**Run 1: pin map**

Pins as bars across the die edge, other pins in grey.
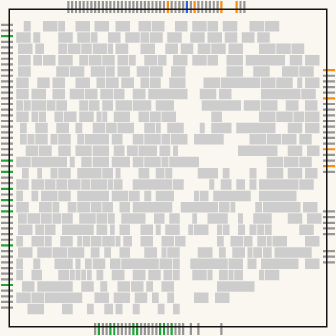
**Run 1: register map, names as in the netlist**

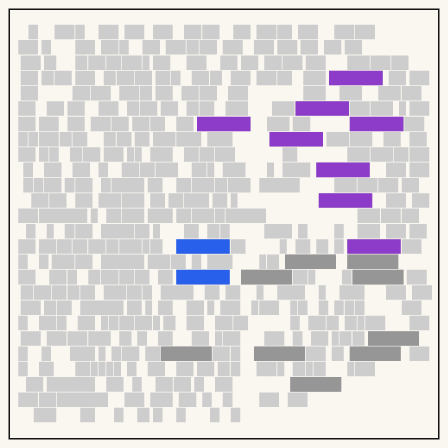
**Run 1: wiring by layer**

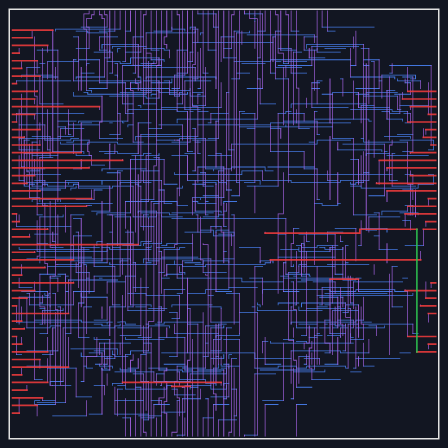
File: src/rtl/mmu_addresses_pkg.sv
// Address map constants and bus-owner state encoding shared by the DMA/CPU memory routing logic.
package mmu_addresses_pkg;

  typedef enum logic [1:0] {
    IDLE    = 2'd0,
    DMA_OWN = 2'd1,
    RELEASE = 2'd2
  } owner_state_t;

  localparam logic [15:0] HRAM_START  = 16'hFF80;
  localparam logic [15:0] ECHO_BASE   = 16'hE000;
  localparam logic [15:0] ECHO_OFFSET = 16'h2000;
  localparam logic [15:0] OAM_START   = 16'hFE00;
  localparam logic [15:0] OAM_END     = 16'hFE9F;

  // The echo mirror stops where OAM begins, so OAM and the IO page are never folded down.
  function automatic logic [15:0] echo_remap(input logic [15:0] addr);
    if (addr >= ECHO_BASE && addr < OAM_START) begin
      echo_remap = addr - ECHO_OFFSET;
    end else begin
      echo_remap = addr;
    end
  endfunction

  function automatic logic in_oam(input logic [15:0] addr);
    in_oam = (addr >= OAM_START) && (addr <= OAM_END);
  endfunction

endpackage

File: src/rtl/dma_mmu_responder.sv
// Arbitrates the main memory port between CPU and DMA, keeps HRAM reachable by the CPU at all times,
// and accounts for CPU accesses dropped while the DMA owns the bus.
module dma_mmu_responder
  import mmu_addresses_pkg::owner_state_t;
  import mmu_addresses_pkg::IDLE;
  import mmu_addresses_pkg::DMA_OWN;
  import mmu_addresses_pkg::RELEASE;
  import mmu_addresses_pkg::echo_remap;
  import mmu_addresses_pkg::in_oam;
#(
  parameter logic [15:0] HRAM_START = mmu_addresses_pkg::HRAM_START,
  parameter logic [7:0]  OPEN_BUS   = 8'hFF
) (
  input  logic        clk,
  input  logic        reset_n,
  input  logic        dma_active,
  input  logic [15:0] dma_addr,
  input  logic [7:0]  dma_wdata,
  input  logic        dma_read_en,
  input  logic        dma_write_en,
  output logic [7:0]  dma_rdata,
  input  logic [15:0] cpu_addr,
  input  logic [7:0]  cpu_wdata,
  input  logic        cpu_read_en,
  input  logic        cpu_write_en,
  output logic [7:0]  cpu_rdata,
  output logic [15:0] mem_addr,
  output logic [7:0]  mem_wdata,
  output logic        mem_read_en,
  output logic        mem_write_en,
  input  logic [7:0]  mem_rdata,
  output logic [15:0] hram_addr,
  output logic [7:0]  hram_wdata,
  output logic        hram_read_en,
  output logic        hram_write_en,
  input  logic [7:0]  hram_rdata,
  output logic        cpu_blocked,
  output logic [7:0]  blocked_count,
  output logic        dma_error
);

  owner_state_t state;
  logic [7:0]   rdata_q;
  logic         dma_owns;
  logic         cpu_access;
  logic         cpu_hram;
  logic         dma_wr_ok;
  logic         dma_wr_bad;

  assign dma_owns   = (state != IDLE);
  assign cpu_access = cpu_read_en | cpu_write_en;
  assign cpu_hram   = (cpu_addr >= HRAM_START);

  // Routing: gated by reset_n so no strobe can leak out while the block is held in reset.
  always_comb begin
    mem_addr      = '0;
    mem_wdata     = '0;
    mem_read_en   = 1'b0;
    mem_write_en  = 1'b0;
    hram_addr     = '0;
    hram_wdata    = '0;
    hram_read_en  = 1'b0;
    hram_write_en = 1'b0;
    cpu_rdata     = OPEN_BUS;
    dma_rdata     = rdata_q;
    cpu_blocked   = 1'b0;
    dma_wr_ok     = 1'b0;
    dma_wr_bad    = 1'b0;
    if (reset_n) begin
      if (cpu_access && cpu_hram) begin
        hram_addr     = cpu_addr;
        hram_read_en  = cpu_read_en;
        hram_write_en = cpu_write_en;
        hram_wdata    = cpu_write_en ? cpu_wdata : 8'h00;
        if (cpu_read_en) cpu_rdata = hram_rdata;
      end else if (cpu_access) begin
        if (!dma_owns) begin
          mem_addr     = cpu_addr;
          mem_read_en  = cpu_read_en;
          mem_write_en = cpu_write_en;
          mem_wdata    = cpu_write_en ? cpu_wdata : 8'h00;
          if (cpu_read_en) cpu_rdata = mem_rdata;
        end else begin
          cpu_blocked = 1'b1;
        end
      end
      if (dma_owns) begin
        // A simultaneous read wins; the write half is treated as illegal.
        dma_wr_ok  = dma_write_en && !dma_read_en && in_oam(dma_addr);
        dma_wr_bad = dma_write_en && !dma_wr_ok;
        if (dma_read_en || dma_wr_ok) begin
          mem_addr     = echo_remap(dma_addr);
          mem_read_en  = dma_read_en;
          mem_write_en = dma_wr_ok;
          mem_wdata    = dma_wr_ok ? dma_wdata : 8'h00;
        end
        if (dma_read_en) dma_rdata = mem_rdata;
      end
    end
  end

  // Ownership FSM, held read data, drop counter and sticky error.
  always_ff @(posedge clk or negedge reset_n) begin
    if (!reset_n) begin
      state         <= IDLE;
      rdata_q       <= OPEN_BUS;
      blocked_count <= 8'd0;
      dma_error     <= 1'b0;
    end else begin
      case (state)
        IDLE:    state <= dma_active ? DMA_OWN : IDLE;
        DMA_OWN: state <= dma_active ? DMA_OWN : RELEASE;
        RELEASE: state <= dma_active ? DMA_OWN : IDLE;
        default: state <= IDLE;
      endcase
      if (dma_owns && dma_read_en) rdata_q <= mem_rdata;
      if (state == IDLE && dma_active) begin
        blocked_count <= 8'd0;
      end else if (cpu_blocked && blocked_count != 8'hFF) begin
        blocked_count <= blocked_count + 8'd1;
      end
      if (dma_wr_bad) dma_error <= 1'b1;
    end
  end

endmodule

File: config.mk
export PLATFORM = sky130hd
export DESIGN_NAME = dma_mmu_responder
export DESIGN_NICKNAME = d
export VERILOG_FILES = /design/src/rtl/mmu_addresses_pkg.sv /design/src/rtl/dma_mmu_responder.sv
export SDC_FILE = /design/constraint.sdc
export NUM_CORES = 1
export LEC_CHECK = 0
export CORE_UTILIZATION = 32
export DETAILED_ROUTE_END_ITERATION = 8
export PLACE_DENSITY = 0.81
export RECOVER_POWER = 100
export SLEW_MARGIN = 20
export SYNTH_ARGS = -nofsm -noshare
export SYNTH_HDL_FRONTEND = slang
export SYNTH_SLANG_ARGS = --single-unit
File: constraint.sdc
create_clock -name clk -period 2.46 [get_ports clk]
set_clock_uncertainty 0.1 [all_clocks]
set_input_delay 0.369 -clock clk [delete_from_list [all_inputs] [get_ports clk]]
set_output_delay 0.369 -clock clk [all_outputs]
set_load 0.005 [all_outputs]
==> results.cfg, run 1 <==
; generated from flow reports
[global_route]
grt_pass1_wl_um = 11100
grt_util_met1 = 0.271
grt-ovfl-total = 0
grt_start_max_net_pins = 16
use_met3 = 0.0491
grtUsageTotal = 0.232

[floorplan]
fp_util = 0.337
nWellTaps = 70
die_y_um = 76.0
dieWidth_um = 76.0
num_rows = 26
core-area_um2 = 5200
die_area_um2 = 5770

[routing]
wl_per_cell_um = 14.7
route.met2.wl_um = 3570
vias = 2329
drt-total-wl_um = 6790
top_layer_used = met4
wl_met1_um = 2720

[setup_path]
slowest_stage = or3_4
r2r-start = blocked_count[0]$_DFFE_PN0P_
slowest_delay_ps = 460
path_delay_family = simple AND/OR/NAND/NOR gates
worstSetupPathType = in -> out
cp_num_buf_inv = 4
required_ps = 1990
crit_path_end_kind = output pin
cp.depth = 8
path_common_cell = nand4_1
worst-r2r-setup-slack_ps = 740
critical_path.startpoint = cpu_addr[11]

[place]
port_buffers = 148
placed_area_um2 = 3580
globalplace.congestion = 0.834

[power_and_ir_drop]
seq_power_share = 0.367
p_comb_frac = 0.423
power_leader = combinational logic
p_clk_frac = 0.210
switching_share = 0.285
vdd_drop_max_mv = 0.183

[final_layout]
largest_class = buffers
sh_comb_area = 0.344
clkbuf_count = 3
design.seq.count = 19
diodes = 0
mostFrequentLayoutCell = clkdlybuf4s50_1
seq_share = 0.133
mi_logic_area_um2 = 1260
nFillCells = 441
largestRegisters = blocked_count: 8 flops, rdata_q: 8 flops, state: 2 flops
seq_area_um2 = 488
num-multi-input-gates = 151
buffers = 211
final_cell_mix = 51 x clkdlybuf4s50_1, 49 x dlygate4sd2_1, 37 x buf_4, 23 x a22o_1, 18 x clkbuf_2

[clock_tree]
tritoncts = built
hold_buffers = 0
htreeDepth = 1

[synth]
syn_avg_cell_area_um2 = 9.32
ys.flops = 19
simple_gate_area_frac = 0.261
syn_area_um2 = 1750
synth-main-ff-cell = dfrtp_1
fp_nets = 262
mux_share = 0.131
edf_count = 0
yosysCellCount = 188
yosys.area.top_type = dfrtp_1
logic_family = simple AND/OR/NAND/NOR gates

[timing]
whs_ps = 158
fin_crit_ps = 2420
final-hold-violation-count = 0
grt_setup_unrepaired = no

[run]
warning_count = 28

[status]
run_status = finished, final reports clean
## Picture notes: 'pin map'
| port | colour | pins | direction | edge |
|---|---|---|---|---|
| cpu_rdata | orange | 8 | output | 4 right, 4 top |
| mem_addr | green | 16 | output | 8 left, 8 bottom |
| cpu_write_en | blue | 1 | input | top |

## Picture notes: 'register map, names as in the netlist'
| signal | colour | placed flops |
|---|---|---|
| state | blue | 2 |
| rdata_q | purple | 8 |
not coloured: 9

## Picture notes: 'wiring by layer'
| layer | colour | wire length |
|---|---|---|
| metal 4 | green | 21.8 um |
| metal 3 | red | 475 um |
| metal 2 | purple | 3,570 um |
| metal 1 | blue | 2,720 um |

**Run 1: the clock network**

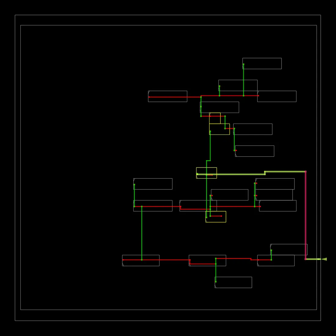

## Run 2: what changed since run 1
Settings changed: CORE_UTILIZATION 32 to 33, CTS_BUF_LIST set to sky130_fd_sc_hd__clkbuf_4 sky130_fd_sc_hd__clkbuf_8, PLACE_DENSITY 0.81 to 0.83.
**Run 2: the clock network**

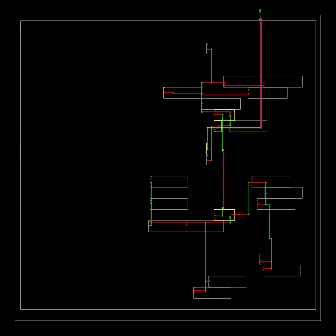
total CTS buffers: 3
Clock group: 0.000219 W
FFs & Latches: 19
# clock sinks: 19

**Run 2: wiring by layer**

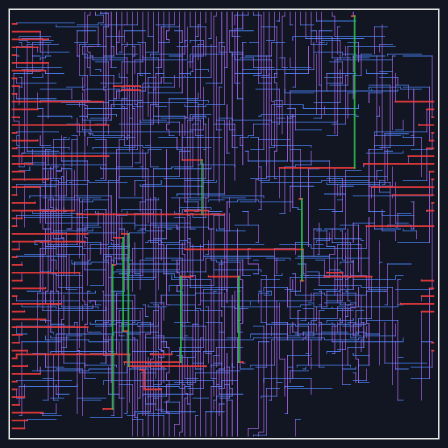
| layer | colour | wire length |
|---|---|---|
| metal 4 | green | 145 um |
| metal 1 | blue | 3,020 um |
| metal 2 | purple | 4,180 um |
| metal 3 | red | 462 um |

==> run 2 against run 1 <==
Effect of this change:
- final area up 5.7%
- first-iteration DRC count is 43% higher
- setup slack got worse by 27 ps
- global-route usage grew 2.7 points
- die area shrank 3.0%
- synthesized area unchanged
- hold slack improved by 250 ps
- critical path type unchanged
- highest routed layer unchanged
==> results.cfg, run 2 <==
; generated from flow reports
[synth]
simple_gate_area_frac = 0.261
yosysCellCount = 188
ys_sh_adder = 0.0214
yosys.area.top_type = dfrtp_1
fp_nets = 262
synth-main-ff-cell = dfrtp_1
syn_area_um2 = 1750
edf_count = 0
ys_area_um2 = 1750
syn_avg_cell_area_um2 = 9.32
logic_family = simple AND/OR/NAND/NOR gates
mux_share = 0.131
ys.flops = 19

[final_layout]
seq_share = 0.125
clkbuf_count = 3
nFillCells = 386
final_cell_mix = 58 x buf_4, 50 x clkdlybuf4s50_1, 39 x dlygate4sd2_1, 23 x a22o_1, 23 x clkbuf_2
buffers = 229
mi_logic_area_um2 = 1290
clock_area_frac = 0.0120
diodes = 0
layout-drive-gt1-share = 0.399
largestRegisters = blocked_count: 8 flops, rdata_q: 8 flops, state: 2 flops
num-multi-input-gates = 151
seq_area_um2 = 485
mostFrequentLayoutCell = buf_4
largest_class = buffers
sh_comb_area = 0.333
inverters = 8

[place]
placed_area_um2 = 3560
globalplace.congestion = 0.786
port_buffers = 148

[power_and_ir_drop]
power_leader = combinational logic
vdd_drop_max_mv = 0.168
total_leakage_power_nw = 1.92
p_comb_frac = 0.444
p_clk_frac = 0.202
switching_share = 0.294
seq_power_share = 0.354
p_int_w = 0.000765

[setup_path]
cp.depth = 9
slowest_stage = o31ai_4
path_delay_family = AND-OR/OR-AND gates
slowest_delay_ps = 380
cp_num_buf_inv = 5
required_ps = 1990
critical_path.startpoint = dma_addr[7]
r2r-start = state[1]$_DFF_PN0_
crit_path_end_kind = output pin
path_common_cell = buf_4
worst-r2r-setup-slack_ps = 600
worstSetupPathType = in -> out

[clock_tree]
cts-root-buf = clkbuf_8
ctsResizeCount = 174
hold_buffers = 0
tritoncts = built
htreeDepth = 1

[floorplan]
die_y_um = 74.9
die_area_um2 = 5600
fp_util = 0.343
dieWidth_um = 74.9
core-area_um2 = 5110
num_rows = 26
nWellTaps = 70

[timing]
final-hold-violation-count = 0
whs_ps = 407
fin_tns_setup_ps = 0
grt_setup_unrepaired = yes
setup_violations = 0
fin_crit_ps = 2450
layout_setup_ws_ps = 10.9

[global_route]
grt-ovfl-total = 0
grtUsageTotal = 0.260
grt_util_met1 = 0.302
grt_start_max_net_pins = 20
grt_pass1_wl_um = 11100
use_met3 = 0.0388
grt_pass1_vias = 2419

[routing]
vias = 2509
wl_met1_um = 3020
route.met2.wl_um = 4180
firstDrtPassIters = 4
top_layer_used = met4
drt-total-wl_um = 7810
wl_per_cell_um = 16.2

[status]
run_status = finished, final reports clean

[run]
warning_count = 28
## Run 3: what changed since run 2
Settings changed: CTS_CLUSTER_DIAMETER set to 80.
**Run 3: register map, names as in the netlist**

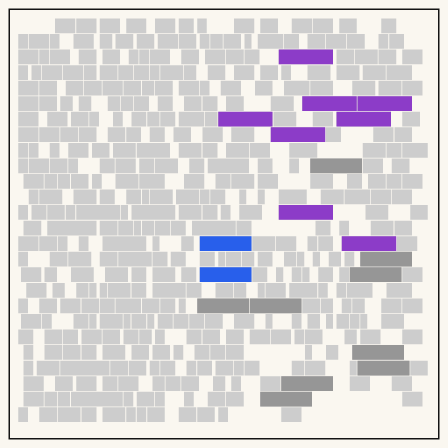
| signal | colour | placed flops |
|---|---|---|
| rdata_q | purple | 8 |
| state | blue | 2 |

==> run 3 against run 2 <==
Effect of this change:
- total power is the same
- critical path depth is the same
- utilization is the same
- final cell count is the same
- synthesized cell count is the same
- synthesized area is the same
- setup slack is the same
- combinational power is essentially flat
- fmax is the same
- via count is the same
- clock power is essentially flat
- critical endpoint unchanged
- count of clock-buffer cells in the layout is the same
==> results.cfg, run 3 <==
; generated from flow reports
[floorplan]
nWellTaps = 70
dieWidth_um = 74.9
die_area_um2 = 5600

[setup_path]
required_ps = 1990
path_common_cell = buf_4
worstSetupPathType = in -> out
worst-r2r-setup-slack_ps = 600
path_delay_family = AND-OR/OR-AND gates

[synth]
ys_sh_adder = 0.0214
mux_share = 0.131
simple_gate_area_frac = 0.261
syn_avg_cell_area_um2 = 9.32
ys_area_um2 = 1750

[routing]
wl_met1_um = 3020
firstDrtPassIters = 4
drt-total-wl_um = 7810

[power_and_ir_drop]
total_leakage_power_nw = 1.92
vdd_drop_max_mv = 0.168
seq_power_share = 0.354
pg_clk_w = 0.000219
p_comb_frac = 0.444
power_leader = combinational logic
p_clk_frac = 0.202

[timing]
whs_ps = 407
setup_violations = 0
layout_setup_ws_ps = 10.9

[final_layout]
seq_share = 0.125
mostFrequentLayoutCell = buf_4
sh_comb_area = 0.333
diodes = 0
largestRegisters = blocked_count: 8 flops, rdata_q: 8 flops, state: 2 flops
largest_class = buffers
num-multi-input-gates = 151
layout-drive-gt1-share = 0.399
final_cell_mix = 58 x buf_4, 50 x clkdlybuf4s50_1, 39 x dlygate4sd2_1, 23 x a22o_1, 23 x clkbuf_2
buffers = 229

[clock_tree]
cts_made_buffers = 3
tritoncts = built
cts_num_sinks = 19
cts-root-buf = clkbuf_8
ctsResizeCount = 174

[status]
run_status = finished, final reports clean

[global_route]
grt_pass1_vias = 2419
grt_start_max_net_pins = 20
grt_pass1_wl_um = 11100

[place]
globalplace.congestion = 0.786
**Run 3: logic cells by family**

The bar under the picture is 20 um long.
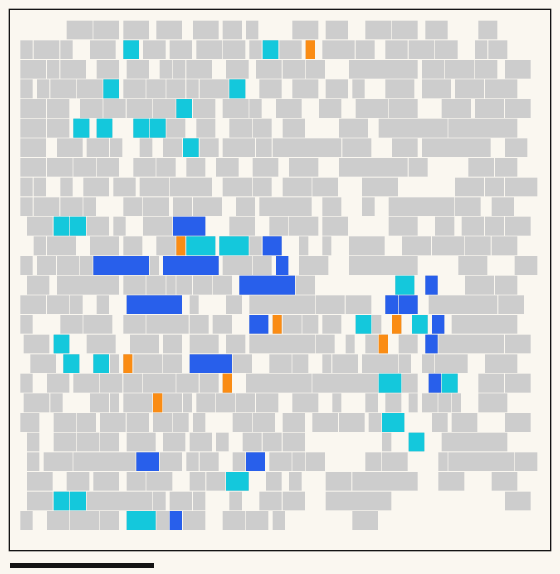
| family | colour | cells | most used |
|---|---|---|---|
| AND and OR gates | cyan | 28 | and2_1 |
| inverters | orange | 8 | inv_1 |
| inverting AOI/OAI gates | blue | 18 | a21oi_1 |

No activity file was given, so power comes from the tool's default toggle rates.
